`config.mk`:
```
export PLATFORM = sky130hd
export DESIGN_NAME = cpu_display_scanner
export DESIGN_NICKNAME = d
export VERILOG_FILES = /design/src/rtl/cpu_display_scanner.sv
export SDC_FILE = /design/constraint.sdc
export NUM_CORES = 1
export LEC_CHECK = 0
export CAP_MARGIN = 20
export CORE_UTILIZATION = 42
export DETAILED_ROUTE_END_ITERATION = 10
export GPL_ROUTABILITY_DRIVEN = 0
export PLACE_DENSITY = 0.79
export SYNTH_ARGS = -nofsm -noshare
export SYNTH_HDL_FRONTEND = slang
export SYNTH_SLANG_ARGS = --single-unit
export TNS_END_PERCENT = 30
```
`constraint.sdc`:
```
create_clock -name clk -period 2.3 [get_ports clk]
set_input_delay 0.46 -clock clk [delete_from_list [all_inputs] [get_ports clk]]
set_output_delay 0.46 -clock clk [all_outputs]
set_load 0.02 [all_outputs]
```
`src/rtl/cpu_display_scanner.sv`:
```
// rtl/cpu_display_scanner.sv - button-stepped hex viewer for cpu r0..r7/IR/PC on a 4-digit 7-seg display
// Optional auto-advance of the selected source: CPU_DISPLAY_AUTO_CYCLE_EN
module cpu_display_scanner #(
  parameter int SCAN_DIV        = 50000,
  parameter int DEBOUNCE_CYCLES = 500000,
  parameter int AUTO_DIV        = 100000000
) (
  input  logic        clk,
  input  logic        rst,
  input  logic [15:0] r0,
  input  logic [15:0] r1,
  input  logic [15:0] r2,
  input  logic [15:0] r3,
  input  logic [15:0] r4,
  input  logic [15:0] r5,
  input  logic [15:0] r6,
  input  logic [15:0] r7,
  input  logic [15:0] IR,
  input  logic [15:0] PC,
  input  logic        btn_up,
  input  logic        btn_dn,
  input  logic        hold,
  output logic [6:0]  seg,
  output logic [3:0]  an,
  output logic [9:0]  sel_led
);

  localparam logic [15:0] SCAN_MAX = 16'(SCAN_DIV - 1);
  localparam logic [19:0] DB_MAX   = 20'(DEBOUNCE_CYCLES - 1);

  // bit 0 = up button, bit 1 = down button
  logic [1:0]  sync1_q, sync2_q;
  logic [1:0]  stable_q, stable_d, prev_q;
  logic [19:0] db_cnt_q [2];
  logic [19:0] db_cnt_d [2];
  logic        up_p, dn_p;

  logic [3:0]  src_sel_q, src_sel_d;
  logic        chg_q;
  logic [9:0]  sel_led_q, sel_led_d;
  logic [15:0] presc_q, presc_d;
  logic        tick;
  logic [1:0]  digit_q, digit_d;
  logic [15:0] shadow_q, shadow_d;
  logic [15:0] src_val;
  logic [3:0]  nib;
  logic [3:0]  an_q, an_d;
  logic [6:0]  seg_q, seg_d;
  logic        auto_adv;

  always_comb begin
    for (int i = 0; i < 2; i++) begin
      stable_d[i] = stable_q[i];
      db_cnt_d[i] = '0;
      if (sync2_q[i] != stable_q[i]) begin
        if (db_cnt_q[i] == DB_MAX) stable_d[i] = sync2_q[i];
        else                       db_cnt_d[i] = db_cnt_q[i] + 20'd1;
      end
    end
  end

  assign up_p = stable_q[0] & ~prev_q[0];
  assign dn_p = stable_q[1] & ~prev_q[1];

`ifdef CPU_DISPLAY_AUTO_CYCLE_EN
  localparam logic [26:0] AUTO_MAX = 27'(AUTO_DIV - 1);
  logic [26:0] auto_cnt_q, auto_cnt_d;
  logic        auto_wrap;

  assign auto_wrap = (auto_cnt_q == AUTO_MAX);
  assign auto_adv  = auto_wrap & ~hold & ~up_p & ~dn_p;

  always_comb begin
    auto_cnt_d = auto_cnt_q + 27'd1;
    if (up_p || dn_p || auto_wrap) auto_cnt_d = '0;
  end

  always_ff @(posedge clk) begin
    if (rst) auto_cnt_q <= '0;
    else     auto_cnt_q <= auto_cnt_d;
  end
`else
  localparam logic [31:0] AUTO_DIV_BITS = AUTO_DIV;
  logic unused_auto_div;
  assign unused_auto_div = ^AUTO_DIV_BITS;
  assign auto_adv        = 1'b0;
`endif

  // Simultaneous up/down pulses cancel; a button pulse always beats auto-advance.
  always_comb begin
    src_sel_d = src_sel_q;
    if (up_p && !dn_p)      src_sel_d = (src_sel_q == 4'd9) ? 4'd0 : src_sel_q + 4'd1;
    else if (dn_p && !up_p) src_sel_d = (src_sel_q == 4'd0) ? 4'd9 : src_sel_q - 4'd1;
    else if (auto_adv)      src_sel_d = (src_sel_q == 4'd9) ? 4'd0 : src_sel_q + 4'd1;
  end

  always_comb begin
    case (src_sel_q)
      4'd0:    src_val = r0;
      4'd1:    src_val = r1;
      4'd2:    src_val = r2;
      4'd3:    src_val = r3;
      4'd4:    src_val = r4;
      4'd5:    src_val = r5;
      4'd6:    src_val = r6;
      4'd7:    src_val = r7;
      4'd8:    src_val = IR;
      4'd9:    src_val = PC;
      default: src_val = 16'h0000;
    endcase
  end

  assign tick      = (presc_q == SCAN_MAX);
  assign presc_d   = tick ? 16'd0 : presc_q + 16'd1;
  assign digit_d   = tick ? digit_q + 2'd1 : digit_q;
  assign sel_led_d = 10'd1 << src_sel_q;

  // Frame-boundary loads keep all four digits from one snapshot; hold only blocks those.
  always_comb begin
    shadow_d = shadow_q;
    if (chg_q || (tick && digit_q == 2'd3 && !hold)) shadow_d = src_val;
  end

  always_comb begin
    case (digit_q)
      2'd0:    nib = shadow_q[3:0];
      2'd1:    nib = shadow_q[7:4];
      2'd2:    nib = shadow_q[11:8];
      default: nib = shadow_q[15:12];
    endcase
  end

  always_comb begin
    an_d = ~(4'b0001 << digit_q);
    case (nib)
      4'h0:    seg_d = 7'b1000000;
      4'h1:    seg_d = 7'b1111001;
      4'h2:    seg_d = 7'b0100100;
      4'h3:    seg_d = 7'b0110000;
      4'h4:    seg_d = 7'b0011001;
      4'h5:    seg_d = 7'b0010010;
      4'h6:    seg_d = 7'b0000010;
      4'h7:    seg_d = 7'b1111000;
      4'h8:    seg_d = 7'b0000000;
      4'h9:    seg_d = 7'b0010000;
      4'hA:    seg_d = 7'b0001000;
      4'hB:    seg_d = 7'b0000011;
      4'hC:    seg_d = 7'b1000110;
      4'hD:    seg_d = 7'b0100001;
      4'hE:    seg_d = 7'b0000110;
      default: seg_d = 7'b0001110;
    endcase
  end

  always_ff @(posedge clk) begin
    if (rst) begin
      sync1_q     <= '0;
      sync2_q     <= '0;
      stable_q    <= '0;
      prev_q      <= '0;
      db_cnt_q[0] <= '0;
      db_cnt_q[1] <= '0;
      src_sel_q   <= '0;
      chg_q       <= 1'b0;
      sel_led_q   <= 10'b0000000001;
      presc_q     <= '0;
      digit_q     <= '0;
      shadow_q    <= '0;
      an_q        <= 4'b1111;
      seg_q       <= 7'b1111111;
    end else begin
      sync1_q     <= {btn_dn, btn_up};
      sync2_q     <= sync1_q;
      stable_q    <= stable_d;
      prev_q      <= stable_q;
      db_cnt_q[0] <= db_cnt_d[0];
      db_cnt_q[1] <= db_cnt_d[1];
      src_sel_q   <= src_sel_d;
      chg_q       <= (src_sel_d != src_sel_q);
      sel_led_q   <= sel_led_d;
      presc_q     <= presc_d;
      digit_q     <= digit_d;
      shadow_q    <= shadow_d;
      an_q        <= an_d;
      seg_q       <= seg_d;
    end
  end

  assign seg     = seg_q;
  assign an      = an_q;
  assign sel_led = sel_led_q;

endmodule

```
clk_routes.png
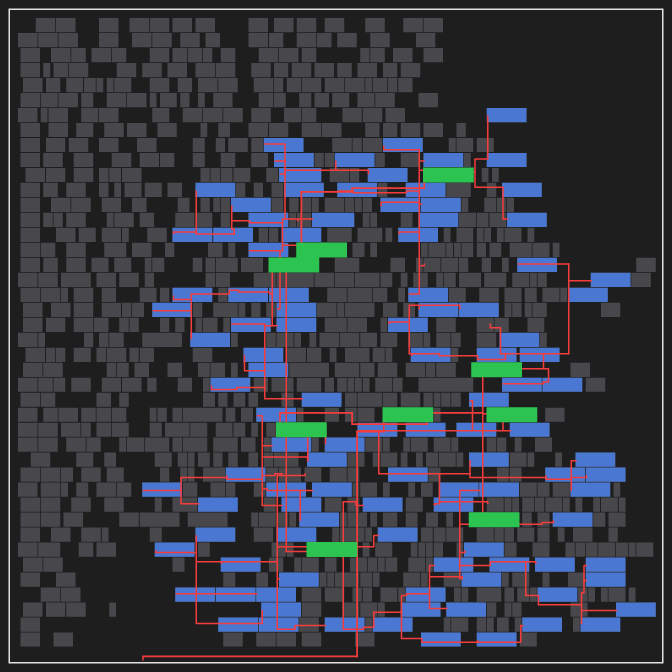
- blue: flip-flops (count 108)
- green: clock drivers (count 9)
- red: clock wires (length 1210 um)
- routed clock nets: 10
Clock Latency Late Sink: 350 ps
clk_skew: 12.40 ps
Clk. pwr: 0.00152 W
Clock power frac: 39.7%

io_placement.png
Pins as bars across the die edge, other pins in gray.
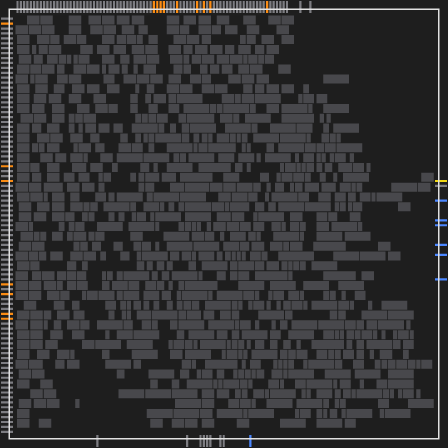
- orange: PC (pins 16; direction input; edge 9 top, 7 left)
- blue: seg (pins 7; direction output; edge 6 right, 1 bottom)
- yellow: hold (pins 1; direction input; edge right)
Die Y: 118.3 um
die extent in x: 118.3 um
IO Port Bufs: 185

clocks.png
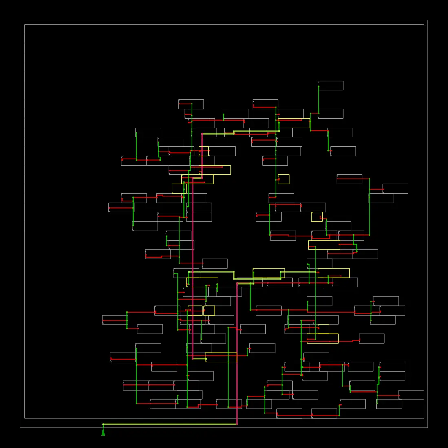
clock buffer count: 9
CTS sink count: 108

==> run summary <==
run results: status finished, final reports clean, Max-slew headroom between 50% and 60%, part of the power in combinational logic between 10% and 20%, vias around 5800, Routed Antenna Nets 0, FFs & Latches 108, R2R depth 8, Total Wirelength ~17 mm, placed wire-length estimate between 10 and 15 mm, Power Combinational around 0.00042 W, highest routed layer met4, Post-Syn Instances about 680, first-pass GRT wire length 27.87 mm, dpl cells a little over 1000, TritonCTS clock tree yes, # Cells Yosys between 600 and 700, clock slew at reported path FFs 80 ps, most used cell, CP ha_1, Net Switching between 0.0008 and 0.0009 W, ys flops around 110, # hold bufs at CTS 0, initial detailed-routing violation count between 400 and 500, XOR Share, Synth 7.857%, Worst Hold Path EP sync2_q[1]$_SDFF_PP0_, critical path's largest stage delay roughly 370 ps, Crit path buffers/inverters 2, aoi share between 20% and 30%, fin nets 1040, post-route cell area between 8000 and 9000 um2, Distinct lib cells used about 56, dominant class by area logic gates, Internal a little under 0.003 W, FP Rows approximately 42, Power, Total roughly 0.0038 W, RSZ-0062 raised after global routing true, area of the die 14010 um2, vias in the first global route ~5600, worst-path maximum fanout 5, DR WL met2 8.337 mm, Flop+latch power 0.00189 W, EDFF count, synth 0, post-cts resize count 3, logic area about 3300 um2, clk root buf clkbuf_16, H-tree Lvls 3, switch share between 20 and 25%, Sequential Area 2165 um2, top cells by area dfxtp_1 38%, nor2_1 5.6%, xor2_1 4.9%, a22oi_1 4.4%, ha_1 3.7%, Post-Layout Cell Count around 1000
No activity file was given, so power comes from the tool's default toggle rates.
